===== config.mk =====
export PLATFORM = sky130hd
export DESIGN_NAME = program_sequencer
export DESIGN_NICKNAME = d
export VERILOG_FILES = /design/src/rtl/program_sequencer_pkg.sv /design/src/rtl/program_sequencer_return_stack.sv /design/src/rtl/program_sequencer.sv
export SDC_FILE = /design/constraint.sdc
export NUM_CORES = 1
export LEC_CHECK = 0
export CAP_MARGIN = 20
export CORE_MARGIN = 2
export CORE_UTILIZATION = 45
export DETAILED_ROUTE_END_ITERATION = 12
export HOLD_SLACK_MARGIN = 0.12
export PLACE_DENSITY = 0.83
export SLEW_MARGIN = 20
export SYNTH_ARGS = -nofsm -noshare
export SYNTH_HDL_FRONTEND = slang
export SYNTH_SLANG_ARGS = --single-unit

===== constraint.sdc =====
create_clock -name clk -period 2.3 [get_ports clk]
set_input_delay 0.46 -clock clk [delete_from_list [all_inputs] [get_ports clk]]
set_output_delay 0.46 -clock clk [all_outputs]
set_load 0.1 [all_outputs]

===== src/rtl/program_sequencer_pkg.sv =====
// Shared definitions for the program sequencer: branch codes, FSM states, PC step.
package program_sequencer_pkg;

    localparam int unsigned BR_OP_W = 3;
    localparam int unsigned DEPTH_W = 3;
    localparam int unsigned PC_INC  = 2;

    typedef enum logic [BR_OP_W-1:0] {
        BR_NONE  = 3'd0,
        BR_B     = 3'd1,
        BR_BCOND = 3'd2,
        BR_CALL  = 3'd3,
        BR_RET   = 3'd4,
        BR_CALA  = 3'd5
    } br_op_e;

    typedef enum logic {
        ST_FETCH   = 1'b0,
        ST_OPERAND = 1'b1
    } seq_state_e;

endpackage


===== src/rtl/program_sequencer_return_stack.sv =====
// Hardware return-address stack; overflow drops the oldest entry, underflow
// returns the retained bottom entry. Both conditions raise sticky flags.
module return_stack
    import program_sequencer_pkg::*;
#(
    parameter int unsigned AW          = 12,
    parameter int unsigned STACK_DEPTH = 4
) (
    input  logic               clk,
    input  logic               reset_n,
    input  logic               push,
    input  logic               pop,
    input  logic [AW-1:0]      push_data,
    output logic [AW-1:0]      top,
    output logic [DEPTH_W-1:0] depth,
    output logic               ovf,
    output logic               unf
);

    localparam int unsigned IDX_W = (STACK_DEPTH > 1) ? $clog2(STACK_DEPTH) : 1;

    logic [AW-1:0]      entries [STACK_DEPTH];
    logic [DEPTH_W-1:0] depth_q;
    logic               full;
    logic               empty;

    assign full  = (depth_q == DEPTH_W'(STACK_DEPTH));
    assign empty = (depth_q == '0);
    assign depth = depth_q;

    // Empty stack still presents the bottom slot so an underflowing pop has a value.
    assign top = empty ? entries[0] : entries[IDX_W'(depth_q - DEPTH_W'(1))];

    always_ff @(posedge clk or negedge reset_n) begin
        if (!reset_n) begin
            for (int unsigned i = 0; i < STACK_DEPTH; i++) begin
                entries[IDX_W'(i)] <= '0;
            end
            depth_q <= '0;
            ovf     <= 1'b0;
            unf     <= 1'b0;
        end else if (push) begin
            if (full) begin
                for (int unsigned i = 0; i + 1 < STACK_DEPTH; i++) begin
                    entries[IDX_W'(i)] <= entries[IDX_W'(i + 1)];
                end
                entries[IDX_W'(STACK_DEPTH - 1)] <= push_data;
                ovf <= 1'b1;
            end else begin
                entries[IDX_W'(depth_q)] <= push_data;
                depth_q <= depth_q + DEPTH_W'(1);
            end
        end else if (pop) begin
            if (empty) begin
                unf <= 1'b1;
            end else begin
                depth_q <= depth_q - DEPTH_W'(1);
            end
        end
    end

endmodule


===== src/rtl/program_sequencer.sv =====
// Program counter sequencer: two-word branches via an OPERAND state,
// single-cycle RET/CALA, and a hardware return stack.
module program_sequencer
    import program_sequencer_pkg::*;
#(
    parameter int unsigned AW          = 12,
    parameter int unsigned DW          = 16,
    parameter int unsigned STACK_DEPTH = 4
) (
    input  logic               clk,
    input  logic               reset_n,
    input  logic [DW-1:0]      instr_rdata,
    input  logic [BR_OP_W-1:0] br_op,
    input  logic               cond_true,
    input  logic [AW-1:0]      acc_target,
    input  logic               stall,
    output logic [AW-1:0]      pc_addr,
    output logic [DW-1:0]      instr_out,
    output logic               instr_valid,
    output logic [DEPTH_W-1:0] stack_depth,
    output logic               stack_ovf,
    output logic               stack_unf
);

    seq_state_e    state_q, state_d;
    br_op_e        op_q, op_d;
    logic [AW-1:0] pc_q, pc_d;
    logic [AW-1:0] pc_inc;
    logic [AW-1:0] operand_target;
    logic [AW-1:0] stk_top;
    logic          stk_push;
    logic          stk_pop;

    assign pc_inc         = pc_q + AW'(PC_INC);
    assign operand_target = instr_rdata[AW-1:0];

    assign pc_addr     = pc_q;
    assign instr_out   = instr_rdata;
    assign instr_valid = (state_q == ST_FETCH);

    always_ff @(posedge clk or negedge reset_n) begin
        if (!reset_n) begin
            state_q <= ST_FETCH;
        end else begin
            state_q <= state_d;
        end
    end

    always_ff @(posedge clk or negedge reset_n) begin
        if (!reset_n) begin
            pc_q <= '0;
            op_q <= BR_NONE;
        end else begin
            pc_q <= pc_d;
            op_q <= op_d;
        end
    end

    // Next PC / state; stall freezes everything including stack traffic.
    always_comb begin
        state_d  = state_q;
        op_d     = op_q;
        pc_d     = pc_q;
        stk_push = 1'b0;
        stk_pop  = 1'b0;
        if (!stall) begin
            case (state_q)
                ST_FETCH: begin
                    case (br_op)
                        BR_B, BR_BCOND, BR_CALL: begin
                            op_d    = br_op_e'(br_op);
                            pc_d    = pc_inc;
                            state_d = ST_OPERAND;
                        end
                        BR_RET: begin
                            stk_pop = 1'b1;
                            pc_d    = stk_top;
                        end
                        BR_CALA: begin
                            stk_push = 1'b1;
                            pc_d     = acc_target;
                        end
                        default: pc_d = pc_inc;
                    endcase
                end
                ST_OPERAND: begin
                    case (op_q)
                        BR_B:     pc_d = operand_target;
                        BR_BCOND: pc_d = cond_true ? operand_target : pc_inc;
                        BR_CALL: begin
                            stk_push = 1'b1;
                            pc_d     = operand_target;
                        end
                        default:  pc_d = pc_inc;
                    endcase
                    op_d    = BR_NONE;
                    state_d = ST_FETCH;
                end
                default: state_d = ST_FETCH;
            endcase
        end
    end

    return_stack #(
        .AW          (AW),
        .STACK_DEPTH (STACK_DEPTH)
    ) u_return_stack (
        .clk       (clk),
        .reset_n   (reset_n),
        .push      (stk_push),
        .pop       (stk_pop),
        .push_data (pc_inc),
        .top       (stk_top),
        .depth     (stack_depth),
        .ovf       (stack_ovf),
        .unf       (stack_unf)
    );

endmodule


==> results_slide.txt <==
Physical Implementation Snapshot

Detailed routing
  – Via count: 4311
  – Post-route ant nets: 0
  – First-pass iteration count of the detailed router: 6
  – WL met3: 1560 microns

Pwr
  – Top pwr grp: combinational cells
  – P_comb: 4370 uW
  – Part of the power in the clock network: 0.153
  – Pwr dens: 1380 nW/um^2
  – Total power: 7610 uW
  – Sw Share: 0.502
  – Power Clock: 1160 uW

Global route
  – Met3 Track Usage GR: 0.0651
  – First-pass GRT wire length: 20900 microns

Outcome
  – Status: completed

Clock tree
  – Total clock sinks: 69
  – Clock root buffer: clkbuf_8
  – TritonCTS Buffers: 9
  – CTS tree: built

Cells and area
  – Max reg flops: 48
  – Most instantiated logic cell after routing: dfrtp_1
  – Ant diodes: 0
  – Non-clk invs: 20
  – Layout area overhead: 25.1%

Timing
  – FMAX: 454 MHz
  – Max-slew headroom: 0.468
  – Pins Over Slew Limit: 0
  – Setup tns final: 0 ns

Worst setup path
  – Buf/Inv on CP: 1
  – Worst Path Arrival: 2.44 ns
  – CP cell instances: inv_1, ha_4, mux4_1, nand2b_1, a221oi_1, or3_1, a22o_1
  – Critical path class: reg2reg

Yosys
  – Yosys xor share: 0.0239
  – Adders+Majority by Area: 0.0199
  – Post-Synthesis Cells: 487
  – Post-synthesis cell area: 4400 sq um
  – Area reported by Yosys stat: 4400 sq um

Placed design
  – Post-DP HPWL: 9330 microns
**Where the registers sit**

Other sequential cells in the stronger grey, the rest of the logic in the fainter grey.
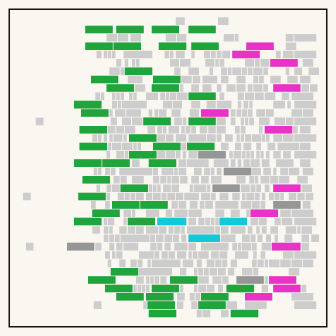
Key: `u_return_stack.entries` = green [sequential cells 48]; `u_return_stack.depth` = cyan [sequential cells 3]; `pc_addr` = magenta [sequential cells 12]
Another 6 sequential cells are not coloured.
Seq group: 2080 uW
final core occ: 0.571
Seq area share: 0.315
area of all sequential standard cells: 1730 sq um

**Cell area per tile**

10 x 10 tiles, from white (low) to dark blue (high), 0 to 100% covered.
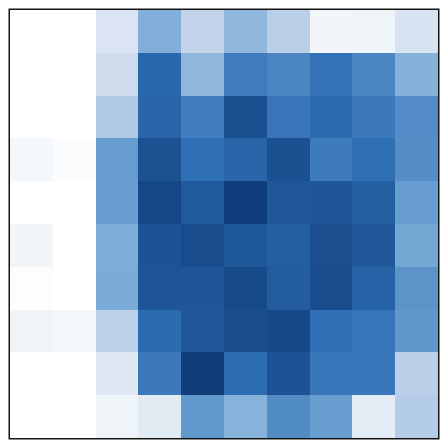
The emptiest ninth of the die: south-west. 32% of the tiles are over 75% full. The fullest tile reaches 94%. The mean over all tiles is 50%. The densest ninth of the die: centre. 16% of the tiles are nearly empty.
Core Area: 9640 sq um
Initial Util: 0.457

Power and IR drop assume default switching activity.
